run_1/met3.png
Scale: 3 px per µm.
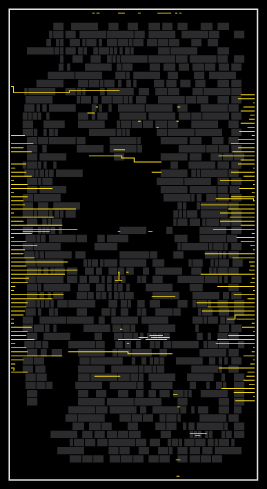
run_1/cell_classes.png
Scale: 2 px per µm.
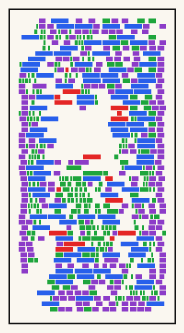
run_1/clock_map.png
Scale: 4 px per µm.
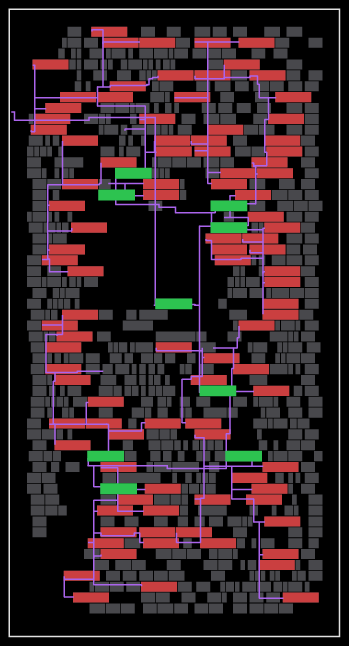
--- src/rtl/axi4l_reg_bridge_if.sv ---
// AXI4-Lite slave-side channel bundle for axi4l_reg_bridge.
// The master modport drives requests; the slave modport drives readies and responses.
interface axi4l_reg_bridge_if #(
  parameter int ADDR_W = 32,
  parameter int DATA_W = 32
);
  logic [ADDR_W-1:0]   awaddr;
  logic                awvalid;
  logic                awready;
  logic [DATA_W-1:0]   wdata;
  logic [DATA_W/8-1:0] wstrb;
  logic                wvalid;
  logic                wready;
  logic [1:0]          bresp;
  logic                bvalid;
  logic                bready;
  logic [ADDR_W-1:0]   araddr;
  logic                arvalid;
  logic                arready;
  logic [DATA_W-1:0]   rdata;
  logic [1:0]          rresp;
  logic                rvalid;
  logic                rready;

  modport master (
    output awaddr, awvalid, wdata, wstrb, wvalid, bready, araddr, arvalid, rready,
    input  awready, wready, bresp, bvalid, arready, rdata, rresp, rvalid
  );

  modport slave (
    input  awaddr, awvalid, wdata, wstrb, wvalid, bready, araddr, arvalid, rready,
    output awready, wready, bresp, bvalid, arready, rdata, rresp, rvalid
  );
endinterface

--- src/rtl/axi4l_reg_bridge.sv ---
// AXI4-Lite slave to req/ack register-bus bridge, one transaction in flight, write wins over read.
// Optional ack timeout enabled by defining AXI4L_REGS_TIMEOUT_EN.
module axi4l_reg_bridge #(
  parameter int                        AXI_ADDR_WIDTH   = 32,
  parameter int                        AXI_DATA_WIDTH   = 32,
  parameter int                        REG_ADDR_WIDTH   = 16,
  parameter int                        REG_DATA_WIDTH   = 32,
  parameter logic [AXI_ADDR_WIDTH-1:0] BASE_OFFSET      = 32'h8000_0000,
  parameter logic [AXI_ADDR_WIDTH-1:0] BASE_OFFSET_MASK = 32'h0000_FFFF,
  parameter int                        TIMEOUT_CYCLES   = 16
) (
  input  logic                        clk,
  input  logic                        rstn,
  axi4l_reg_bridge_if.slave           s_axi,
  output logic [REG_ADDR_WIDTH-1:0]   reg_addr,
  output logic [REG_DATA_WIDTH-1:0]   reg_wdata,
  output logic                        reg_wren,
  output logic [REG_DATA_WIDTH/8-1:0] reg_be,
  output logic                        reg_req,
  input  logic [REG_DATA_WIDTH-1:0]   reg_rdata,
  input  logic                        reg_ack,
  input  logic                        reg_err
);
  localparam logic [1:0] RESP_OKAY   = 2'b00;
  localparam logic [1:0] RESP_SLVERR = 2'b10;
  localparam logic [1:0] RESP_DECERR = 2'b11;

  typedef enum logic [2:0] {IDLE, WR_COLLECT, REG_ACCESS, WR_RESP, RD_RESP} state_e;

  function automatic logic in_window(input logic [AXI_ADDR_WIDTH-1:0] a);
    return (a & ~BASE_OFFSET_MASK) == BASE_OFFSET;
  endfunction

  function automatic logic [REG_ADDR_WIDTH-1:0] map_addr(input logic [AXI_ADDR_WIDTH-1:0] a);
    return REG_ADDR_WIDTH'(a & BASE_OFFSET_MASK) & ~REG_ADDR_WIDTH'(3);
  endfunction

  state_e                      state_q, state_d;
  logic                        awready_q, awready_d, wready_q, wready_d, arready_q, arready_d;
  logic                        aw_done_q, aw_done_d, w_done_q, w_done_d, hit_q, hit_d;
  logic [REG_ADDR_WIDTH-1:0]   reg_addr_q, reg_addr_d;
  logic [REG_DATA_WIDTH-1:0]   reg_wdata_q, reg_wdata_d, rdata_q, rdata_d;
  logic [REG_DATA_WIDTH/8-1:0] reg_be_q, reg_be_d;
  logic                        reg_wren_q, reg_wren_d, reg_req_q, reg_req_d;
  logic                        bvalid_q, bvalid_d, rvalid_q, rvalid_d;
  logic [1:0]                  resp_q, resp_d;
  logic                        aw_hs, w_hs, ar_hs, timeout;
  logic [AXI_DATA_WIDTH-1:0]   wdata_in;
  logic [AXI_DATA_WIDTH/8-1:0] wstrb_in;

  assign wdata_in = s_axi.wdata;
  assign wstrb_in = s_axi.wstrb;
  assign aw_hs    = s_axi.awvalid & awready_q;
  assign w_hs     = s_axi.wvalid & wready_q;
  assign ar_hs    = s_axi.arvalid & arready_q;

`ifdef AXI4L_REGS_TIMEOUT_EN
  localparam int TMO_W = $clog2(TIMEOUT_CYCLES + 1);
  logic [TMO_W-1:0] tmo_q, tmo_d;

  // Counts cycles of the current request; zero whenever reg_req is low.
  always_comb begin
    tmo_d = reg_req_q ? tmo_q + TMO_W'(1) : '0;
  end
  assign timeout = reg_req_q && (tmo_q == TMO_W'(TIMEOUT_CYCLES - 1));

  always_ff @(posedge clk or negedge rstn) begin
    if (!rstn) tmo_q <= '0;
    else       tmo_q <= tmo_d;
  end
`else
  // No timeout: the bridge waits for ack/err indefinitely.
  assign timeout = (TIMEOUT_CYCLES < 0);
`endif

  always_comb begin
    state_d     = state_q;
    awready_d   = 1'b0;
    wready_d    = 1'b0;
    arready_d   = 1'b0;
    aw_done_d   = aw_done_q;
    w_done_d    = w_done_q;
    hit_d       = hit_q;
    reg_addr_d  = reg_addr_q;
    reg_wdata_d = reg_wdata_q;
    reg_be_d    = reg_be_q;
    reg_wren_d  = reg_wren_q;
    reg_req_d   = reg_req_q;
    bvalid_d    = bvalid_q;
    rvalid_d    = rvalid_q;
    resp_d      = resp_q;
    rdata_d     = rdata_q;
    case (state_q)
      IDLE: begin
        // An already-raised arready commits the read even if a write shows up now.
        if (ar_hs) begin
          reg_addr_d = map_addr(s_axi.araddr);
          reg_wren_d = 1'b0;
          reg_be_d   = '1;
          if (in_window(s_axi.araddr)) begin
            reg_req_d = 1'b1;
            state_d   = REG_ACCESS;
          end else begin
            resp_d   = RESP_DECERR;
            rdata_d  = '0;
            rvalid_d = 1'b1;
            state_d  = RD_RESP;
          end
        end else if (s_axi.awvalid || s_axi.wvalid) begin
          awready_d  = s_axi.awvalid;
          wready_d   = s_axi.wvalid;
          aw_done_d  = 1'b0;
          w_done_d   = 1'b0;
          reg_wren_d = 1'b1;
          state_d    = WR_COLLECT;
        end else if (s_axi.arvalid) begin
          arready_d = 1'b1;
        end
      end
      WR_COLLECT: begin
        if (aw_hs) begin
          aw_done_d  = 1'b1;
          reg_addr_d = map_addr(s_axi.awaddr);
          hit_d      = in_window(s_axi.awaddr);
        end else if (!aw_done_q && s_axi.awvalid) begin
          awready_d = 1'b1;
        end
        if (w_hs) begin
          w_done_d    = 1'b1;
          reg_wdata_d = wdata_in;
          reg_be_d    = wstrb_in;
        end else if (!w_done_q && s_axi.wvalid) begin
          wready_d = 1'b1;
        end
        if ((aw_done_q || aw_hs) && (w_done_q || w_hs)) begin
          if (hit_d) begin
            reg_req_d = 1'b1;
            state_d   = REG_ACCESS;
          end else begin
            resp_d   = RESP_DECERR;
            bvalid_d = 1'b1;
            state_d  = WR_RESP;
          end
        end
      end
      REG_ACCESS: begin
        if (reg_ack || reg_err || timeout) begin
          reg_req_d = 1'b0;
          if (reg_err || !reg_ack) begin
            resp_d  = RESP_SLVERR;
            rdata_d = '0;
          end else begin
            resp_d = RESP_OKAY;
            if (!reg_wren_q) rdata_d = reg_rdata;
          end
          if (reg_wren_q) begin
            bvalid_d = 1'b1;
            state_d  = WR_RESP;
          end else begin
            rvalid_d = 1'b1;
            state_d  = RD_RESP;
          end
        end
      end
      WR_RESP: begin
        if (s_axi.bready) begin
          bvalid_d = 1'b0;
          state_d  = IDLE;
        end
      end
      RD_RESP: begin
        if (s_axi.rready) begin
          rvalid_d = 1'b0;
          state_d  = IDLE;
        end
      end
      default: state_d = IDLE;
    endcase
  end

  always_ff @(posedge clk or negedge rstn) begin
    if (!rstn) begin
      state_q     <= IDLE;
      awready_q   <= 1'b0;
      wready_q    <= 1'b0;
      arready_q   <= 1'b0;
      aw_done_q   <= 1'b0;
      w_done_q    <= 1'b0;
      hit_q       <= 1'b0;
      reg_addr_q  <= '0;
      reg_wdata_q <= '0;
      reg_be_q    <= '0;
      reg_wren_q  <= 1'b0;
      reg_req_q   <= 1'b0;
      bvalid_q    <= 1'b0;
      rvalid_q    <= 1'b0;
      resp_q      <= 2'b00;
      rdata_q     <= '0;
    end else begin
      state_q     <= state_d;
      awready_q   <= awready_d;
      wready_q    <= wready_d;
      arready_q   <= arready_d;
      aw_done_q   <= aw_done_d;
      w_done_q    <= w_done_d;
      hit_q       <= hit_d;
      reg_addr_q  <= reg_addr_d;
      reg_wdata_q <= reg_wdata_d;
      reg_be_q    <= reg_be_d;
      reg_wren_q  <= reg_wren_d;
      reg_req_q   <= reg_req_d;
      bvalid_q    <= bvalid_d;
      rvalid_q    <= rvalid_d;
      resp_q      <= resp_d;
      rdata_q     <= rdata_d;
    end
  end

  assign s_axi.awready = awready_q;
  assign s_axi.wready  = wready_q;
  assign s_axi.arready = arready_q;
  assign s_axi.bvalid  = bvalid_q;
  assign s_axi.bresp   = resp_q;
  assign s_axi.rvalid  = rvalid_q;
  assign s_axi.rresp   = resp_q;
  assign s_axi.rdata   = rdata_q;
  assign reg_addr      = reg_addr_q;
  assign reg_wdata     = reg_wdata_q;
  assign reg_be        = reg_be_q;
  assign reg_wren      = reg_wren_q;
  assign reg_req       = reg_req_q;
endmodule

--- src/flat_wrapper.sv ---
// flat-port wrapper written by rule: the top's interface ports become plain ports
module axi4l_reg_bridge_flat 
#(
  parameter int                        AXI_ADDR_WIDTH   = 32,
  parameter int                        AXI_DATA_WIDTH   = 32,
  parameter int                        REG_ADDR_WIDTH   = 16,
  parameter int                        REG_DATA_WIDTH   = 32,
  parameter logic [AXI_ADDR_WIDTH-1:0] BASE_OFFSET      = 32'h8000_0000,
  parameter logic [AXI_ADDR_WIDTH-1:0] BASE_OFFSET_MASK = 32'h0000_FFFF,
  parameter int                        TIMEOUT_CYCLES   = 16
)
  (clk, rstn, reg_addr, reg_wdata, reg_wren, reg_be, reg_req, reg_rdata, reg_ack, reg_err, s_axi_awaddr, s_axi_awvalid, s_axi_wdata, s_axi_wstrb, s_axi_wvalid, s_axi_bready, s_axi_araddr, s_axi_arvalid, s_axi_rready, s_axi_awready, s_axi_wready, s_axi_bresp, s_axi_bvalid, s_axi_arready, s_axi_rdata, s_axi_rresp, s_axi_rvalid);
  axi4l_reg_bridge_if #(.ADDR_W(32), .DATA_W(32)) s_axi_i ();
  input  logic clk;
  input  logic rstn;
  output logic [REG_ADDR_WIDTH-1:0] reg_addr;
  output logic [REG_DATA_WIDTH-1:0] reg_wdata;
  output logic reg_wren;
  output logic [REG_DATA_WIDTH/8-1:0] reg_be;
  output logic reg_req;
  input  logic [REG_DATA_WIDTH-1:0] reg_rdata;
  input  logic reg_ack;
  input  logic reg_err;
  input wire logic [$bits(s_axi_i.awaddr)-1:0] s_axi_awaddr;
  input wire logic [$bits(s_axi_i.awvalid)-1:0] s_axi_awvalid;
  input wire logic [$bits(s_axi_i.wdata)-1:0] s_axi_wdata;
  input wire logic [$bits(s_axi_i.wstrb)-1:0] s_axi_wstrb;
  input wire logic [$bits(s_axi_i.wvalid)-1:0] s_axi_wvalid;
  input wire logic [$bits(s_axi_i.bready)-1:0] s_axi_bready;
  input wire logic [$bits(s_axi_i.araddr)-1:0] s_axi_araddr;
  input wire logic [$bits(s_axi_i.arvalid)-1:0] s_axi_arvalid;
  input wire logic [$bits(s_axi_i.rready)-1:0] s_axi_rready;
  output wire logic [$bits(s_axi_i.awready)-1:0] s_axi_awready;
  output wire logic [$bits(s_axi_i.wready)-1:0] s_axi_wready;
  output wire logic [$bits(s_axi_i.bresp)-1:0] s_axi_bresp;
  output wire logic [$bits(s_axi_i.bvalid)-1:0] s_axi_bvalid;
  output wire logic [$bits(s_axi_i.arready)-1:0] s_axi_arready;
  output wire logic [$bits(s_axi_i.rdata)-1:0] s_axi_rdata;
  output wire logic [$bits(s_axi_i.rresp)-1:0] s_axi_rresp;
  output wire logic [$bits(s_axi_i.rvalid)-1:0] s_axi_rvalid;
  assign s_axi_i.awaddr = s_axi_awaddr;
  assign s_axi_i.awvalid = s_axi_awvalid;
  assign s_axi_i.wdata = s_axi_wdata;
  assign s_axi_i.wstrb = s_axi_wstrb;
  assign s_axi_i.wvalid = s_axi_wvalid;
  assign s_axi_i.bready = s_axi_bready;
  assign s_axi_i.araddr = s_axi_araddr;
  assign s_axi_i.arvalid = s_axi_arvalid;
  assign s_axi_i.rready = s_axi_rready;
  assign s_axi_awready = s_axi_i.awready;
  assign s_axi_wready = s_axi_i.wready;
  assign s_axi_bresp = s_axi_i.bresp;
  assign s_axi_bvalid = s_axi_i.bvalid;
  assign s_axi_arready = s_axi_i.arready;
  assign s_axi_rdata = s_axi_i.rdata;
  assign s_axi_rresp = s_axi_i.rresp;
  assign s_axi_rvalid = s_axi_i.rvalid;
  axi4l_reg_bridge #(.AXI_ADDR_WIDTH(AXI_ADDR_WIDTH), .AXI_DATA_WIDTH(AXI_DATA_WIDTH), .REG_ADDR_WIDTH(REG_ADDR_WIDTH), .REG_DATA_WIDTH(REG_DATA_WIDTH), .BASE_OFFSET(BASE_OFFSET), .BASE_OFFSET_MASK(BASE_OFFSET_MASK), .TIMEOUT_CYCLES(TIMEOUT_CYCLES)) u_core (.clk(clk), .rstn(rstn), .s_axi(s_axi_i), .reg_addr(reg_addr), .reg_wdata(reg_wdata), .reg_wren(reg_wren), .reg_be(reg_be), .reg_req(reg_req), .reg_rdata(reg_rdata), .reg_ack(reg_ack), .reg_err(reg_err));
endmodule
--- config.mk ---
export PLATFORM = sky130hd
export DESIGN_NAME = axi4l_reg_bridge_flat
export DESIGN_NICKNAME = d
export VERILOG_FILES = /design/src/rtl/axi4l_reg_bridge_if.sv /design/src/rtl/axi4l_reg_bridge.sv /design/src/flat_wrapper.sv
export SDC_FILE = /design/constraint.sdc
export NUM_CORES = 1
export LEC_CHECK = 0
export CAP_MARGIN = 20
export CORE_ASPECT_RATIO = 2
export CORE_MARGIN = 4
export CORE_UTILIZATION = 39
export DETAILED_ROUTE_END_ITERATION = 8
export PLACE_DENSITY = 0.81
export SYNTH_ARGS = -nofsm -noshare
export SYNTH_HDL_FRONTEND = slang
export SYNTH_SLANG_ARGS = --single-unit
--- constraint.sdc ---
create_clock -name clk -period 2.6 [get_ports clk]
set_clock_uncertainty 0.15 [all_clocks]
set_input_delay 0.39 -clock clk [delete_from_list [all_inputs] [get_ports clk]]
set_output_delay 0.39 -clock clk [all_outputs]
set_load 0.02 [all_outputs]
==> results.json, run 1 <==
{
  "outcome": "completed",
  "endpoint_kind": "flip-flop",
  "ctsHoldBuffers": 1,
  "synthesis.instances": 412,
  "worstMarginPinSlew_ps": 695,
  "async_flop_share_pct": 100,
  "viasPerCell": 4.99,
  "wl_met2_mm": 6.71,
  "critPathLaunch": "u_core.state_q[0]$_DFFE_PN0P_",
  "p_seq_share_pct": 33.2,
  "holdPathStages": 2,
  "fmax_mhz": 475,
  "crit_required_ps": 2670,
  "clk_pin_slew_ps": 60,
  "drt-total-wl_mm": 12.4,
  "power_frac_comb_pct": 48.1,
  "die.size.y_um": 156,
  "fin_ws_ps": 494,
  "fin_cells": 782,
  "pwr_density_cell_nw_per_um2": 994,
  "power_leader": "combinational cells",
  "fillers": 876,
  "antenna_found_initial": 0,
  "ff2ff_setup_slack_ps": 490,
  "cts-buffers-inserted": 9,
  "avgSynthCellArea_um2": 10.4,
  "max_stage_delay_ps": 530,
  "simple_gate_share_pct": 16.3,
  "period_minus_slack_ps": 2110,
  "drv_cap": 0,
  "cts_sinks": 97,
  "die-width_um": 82.2,
  "grt_util_met3_pct": 5.30,
  "crit_fanout": 11,
  "grtUsageMet1_pct": 18.6,
  "max-slew-margin-rel_pct": 53.6,
  "min_to": "u_core.s_axi.rdata[2]$_DFFE_PN0P_",
  "synth-seq-area-share_pct": 56.5,
  "fin_nets": 778,
  "grt_setup_unrepaired": "no",
  "dieArea_um2": 12900,
  "final_cell_mix": "228 x clkdlybuf4s50_1, 97 x dfrtp_1, 96 x nand2_1",
  "switchingPower_uw": 2600,
  "area_delta_synth_final_pct": 64.0,
  "pg_seq_uw": 2320,
  "grt_max_degree": 65,
  "top_layer_used": "met4",
  "ant_nets": 0,
  "avgRoutedWirePerCell_um": 15.8,
  "top_area_cell": "dfrtp_1",
  "drt-met1-wl_mm": 4.21,
  "yosys_area_um2": 4300,
  "via_count": 3906,
  "synth_area_um2": 4300,
  "num_io_pins": 236,
  "placed_area_um2": 6730,
  "aoi_share_pct": 13.5,
  "grt_pass1_wl_mm": 18.8,
  "top_cells_by_area": "dfrtp_1 57%, mux2_2 8.9%, nand2_1 8.4%",
  "comb_cell_power_uw": 3370,
  "synthTopLogicFamily": "simple AND/OR/NAND/NOR gates",
  "yosys_warnings": 0,
  "irDropWorstVdd_uv": 474,
  "path_cells": "inv_1 -> nand3_1 -> o22ai_1 -> nor4b_1 -> mux2_2",
  "ys_sh_mux_pct": 9.15,
  "post-synth-top-area-fraction_pct": 56.5,
  "cts_resized": 0,
  "intPower_uw": 4400,
  "grt-busiest-layer": "met2",
  "drive_above_1_share_pct": 12.1,
  "r2r-start": "u_core.state_q[0]$_DFFE_PN0P_",
  "drv_slew": 0,
  "overflow": 0,
  "num_antenna_cells": 0,
  "finalCritPeriodShare_pct": 81.0,
  "setup_viol": 0,
  "place_ws_ps": 175,
  "ys_ff": 97,
  "worst-setup-path-type": "reg -> reg",
  "top_cells_by_count": "97 x dfrtp_1, 96 x nand2_1, 36 x o21ai_0",
  "cts_setup_buffers": 0,
  "firstDrtPassIters": 4,
  "dpl.hpwl_mm": 9.89,
  "clock-root-buffer": "clkbuf_16",
  "met3_length_mm": 1.01,
  "mi_logic_area_um2": 1690,
  "ff2ff_path_depth": 5,
  "ys_types": 45,
  "drc": 0,
  "initCoreUtil_pct": 39.5,
  "warnings": 30,
  "hold_class": "reg -> reg",
  "ys_cells": 412,
  "clock_path_buffers": 2,
  "hold_path_startpoint": "u_core.s_axi.rdata[2]$_DFFE_PN0P_",
  "ff_type": "dfrtp_1",
  "grt_usage_pct": 18.9,
  "fa_ha_area_share_pct": 0,
  "regArea_um2": 2430,
  "reg2reg_to": "u_core.s_axi.bvalid$_DFFE_PN0P_",
  "switching_share_pct": 37.1,
  "dp.cells": 765,
  "gp_congestion": 0.853,
  "edf_count": 0,
  "first_global_vias": 4047,
  "tns_ps": 0
}
Back to the opening pictures, met3.png:
wire length on this layer	1010 µm
main direction	horizontal
nets with wire on the layer	154
share of all routed wire	8.2%
longest straight run	21.8 µm

Back to the opening pictures, cell_classes.png:
colour	class	cells	share of their area
purple	other buffers and delay cells	243	35%
red	clock drivers and dummy loads	16	4.4%
green	all other logic	286	25%
blue	flops	97	35%
register share of the cell area: 34.5%
post-layout util: 64.8%
CORE AREA: 10900 µm²
fin area: 7050 µm²
Rows: 54

Back to the opening pictures, clock_map.png:
[purple] clock wires | length: 1030 µm
[green] cells driving clock nets | count: 9
[red] flip-flops | count: 97
routed clock nets	10
flops lie	spread over the die
clock power share: 18.7%
Latency at later pin: 330 ps
clk pwr: 1310 µW

[run 1: critical path, delay by kind of cell (launching register included)]
family | cells | cell delay, ps
multiplexers | 1 | 380
AND-OR/OR-AND | 1 | 200
flip-flops | 1 | 530
AND/OR/NAND/NOR | 2 | 510
buffers and inverters | 1 | 220
[run 1: per-stage QoR]
stage | hold WS [ps] | power [µW]
CTS | 332 | 7100
detailed placement | 317 | 5760
global route | 365 | 7440
finish | 324 | 7000
global placement | 309 | 5640
floorplan | -55.6 | 4210
[run 1: area by class of cell]
type | count | area share, %
clock buffers | 9 | 3.20
clock inverters | 7 | 1.10
inverters | 4 | 0.213
multi-input cells | 282 | 24.0
flip-flops and latches | 97 | 34.5
well taps | 140 | 2.49
repair buffers | 243 | 34.6
==> run 2: changes to the inputs <==
==> constraint.sdc (replaced) <==
create_clock -name clk -period 2.05 [get_ports clk]
set_clock_uncertainty 0.15 [all_clocks]
set_input_delay 0.3075 -clock clk [delete_from_list [all_inputs] [get_ports clk]]
set_output_delay 0.3075 -clock clk [all_outputs]
set_load 0.02 [all_outputs]
run_2/final_clocks.png
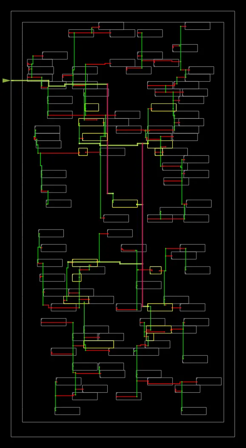
TritonCTS buffer count: 9
clk pwr: 1730 µW
Clock Buffer Count: 10

run_2/cell_classes.png
Scale: 2 px per µm.
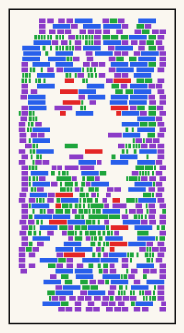
colour	class	cells	share of their area
purple	other buffers and delay cells	258	37%
green	all other logic	287	25%
red	clock drivers and dummy loads	16	4.4%
blue	flops	97	34%
register share of the cell area: 33.5%
fin area: 7250 µm²

==> results.json, run 2 <==
{
  "cts_tree": "built",
  "top_cell": "dfrtp_1",
  "row_count": 54,
  "die-width_um": 82.2,
  "ys_ff": 97,
  "antenna_found_initial": 0,
  "fin_cells": 798,
  "max-slew-margin-rel_pct": 66.7,
  "outcome": "completed",
  "met3_length_mm": 1.01,
  "worstMarginPinSlew_ps": 493,
  "synthesis.instances": 412,
  "fin_ws_ps": 73.5,
  "ff2ff_setup_slack_ps": 80,
  "ff_type": "dfrtp_1",
  "intPower_uw": 5810,
  "power.total_uw": 9270,
  "avgRoutedWirePerCell_um": 16.5,
  "tns_ps": 0,
  "grt_usage_pct": 20.2,
  "drt-total-wl_mm": 13.2,
  "grt_setup_unrepaired": "yes",
  "reg2reg_to": "u_core.s_axi.rdata[0]$_DFFE_PN0P_",
  "cts_sinks": 97,
  "buffer_area_share_pct": 35.7,
  "yosys_warnings": 0,
  "cts_setup_buffers": 0,
  "fa_ha_area_share_pct": 0,
  "critPathLaunch": "s_axi_araddr[25]",
  "fmax_mhz": 506,
  "drt-met1-wl_mm": 4.34,
  "buffers": 258,
  "regArea_um2": 2430,
  "grt-busiest-layer": "met2",
  "crit_fanout": 32,
  "grt_util_met3_pct": 4.84,
  "ys_cells": 412,
  "endpoint_kind": "flip-flop",
  "final_cell_mix": "228 x clkdlybuf4s50_1, 97 x dfrtp_1, 96 x nand2_1",
  "worstPathArrival_ps": 2040,
  "top_cells_by_area": "dfrtp_1 57%, mux2_2 8.9%, nand2_1 8.4%",
  "firstDrtPassIters": 4,
  "comb_cell_power_uw": 4600,
  "utilization_pct": 66.6,
  "drv_cap": 0,
  "warnings": 31,
  "drive_above_1_share_pct": 14.7,
  "dominant_cells": "non-clock buffers",
  "grt_max_degree": 65,
  "synth_area_um2": 4300,
  "core_um2": 10900,
  "top_layer_used": "met4",
  "edf_count": 0,
  "hold_class": "in -> async",
  "clock-root-buffer": "clkbuf_16",
  "hold_viol": 0,
  "power_leader": "combinational cells",
  "viasPerCell": 4.91,
  "drc": 0,
  "dp.cells": 779,
  "dpl.hpwl_mm": 10.3,
  "setup_viol": 0,
  "ys_sh_mux_pct": 9.15,
  "path_cells": "clkdlybuf4s50_1 -> nor4b_1 -> nand4_1 -> buf_4 -> o211ai_4 -> clkbuf_16 -> o21ai_0",
  "fillers": 841,
  "place_ws_ps": -250,
  "synth-seq-area-share_pct": 56.5,
  "mi_logic_area_um2": 1730,
  "top_cells_by_count": "97 x dfrtp_1, 96 x nand2_1, 36 x o21ai_0",
  "ff2ff_path_depth": 6,
  "synthTopLogicFamily": "simple AND/OR/NAND/NOR gates",
  "clk_share_pct": 4.32,
  "yosys_area_um2": 4300,
  "crit_required_ps": 2110,
  "overflow": 0,
  "switchingPower_uw": 3460,
  "area_delta_synth_final_pct": 68.7,
  "top_area_cell": "dfrtp_1",
  "async_flop_share_pct": 100,
  "clk_pin_slew_ps": 70,
  "met2_usage_pct": 38.7,
  "placed_area_um2": 6860,
  "irDropWorstVdd_uv": 588,
  "p_seq_share_pct": 31.7,
  "design.seq.count": 97,
  "period_minus_slack_ps": 1980,
  "clock_path_buffers": 2,
  "grt_pass1_wl_mm": 19.9,
  "ys_types": 45,
  "xor_area_share_pct": 0,
  "power_frac_comb_pct": 49.6,
  "num_antenna_cells": 0,
  "finalCritPeriodShare_pct": 96.4,
  "num_io_pins": 236,
  "io_buffers": 229,
  "ctsHoldBuffers": 1,
  "grtUsageMet1_pct": 19.4,
  "worst-setup-path-type": "in -> reg",
  "layout_top_cell": "clkdlybuf4s50_1",
  "drv_slew": 0,
  "dieArea_um2": 12900,
  "die.size.y_um": 156,
  "r2r-start": "u_core.state_q[0]$_DFFE_PN0P_",
  "p_leak_uw": 0.00293,
  "start_kind": "primary input",
  "pwr-share-clk_pct": 18.7,
  "post-synth-top-area-fraction_pct": 56.5,
  "n_all_inverters": 4,
  "drtIter0Drc": 204,
  "ant_nets": 0,
  "n_tap_cell": 140,
  "insertion_delay_ps": 330,
  "first_global_vias": 4213,
  "gp_congestion": 0.883,
  "comb_cells": 283,
  "comb-cell-share_pct": 23.8,
  "switching_share_pct": 37.3,
  "avgSynthCellArea_um2": 10.4,
  "pwr_density_cell_nw_per_um2": 1280,
  "aoi_share_pct": 13.5,
  "cts_resized": 2,
  "holdWs_ps": 278,
  "slowest_stage": "clkdlybuf4s50_1",
  "simple_gate_share_pct": 16.3,
  "initCoreUtil_pct": 39.5,
  "fin_nets": 794,
  "htree_levels": 3,
  "pg_seq_uw": 2940,
  "via_count": 3921,
  "max_stage_delay_ps": 400,
  "wl_met2_mm": 7.50
}
-- run 2: cell counts after synthesis --
No cell type changed its count.
-- run 2: how the worst max path moves through the flow --
| stage | to | slack, ps | cells past startpoint |
|---|---|---|---|
| finish | u_core.s_axi.rdata[0]$_DFFE_PN0P_ | 70 | 7 |
| global route | u_core.s_axi.rdata[9]$_DFFE_PN0P_ | -30 | 7 |
| CTS | u_core.s_axi.rdata[20]$_DFFE_PN0P_ | 40 | 6 |
| detailed placement | u_core.s_axi.rdata[20]$_DFFE_PN0P_ | -250 | 7 |
| global placement | u_core.s_axi.rvalid$_DFFE_PN0P_ | -230 | 6 |
| floorplan | u_core.reg_wdata[10]$_DFFE_PN0P_ | 140 | 6 |
-- run 2: critical path: cells and delay by family --
family	cells	cell delay (ps)
buf+inv	3	870
simple gates	2	510
compound gates	2	340
Power figures rest on the tool's default switching activity, not on a simulated workload.
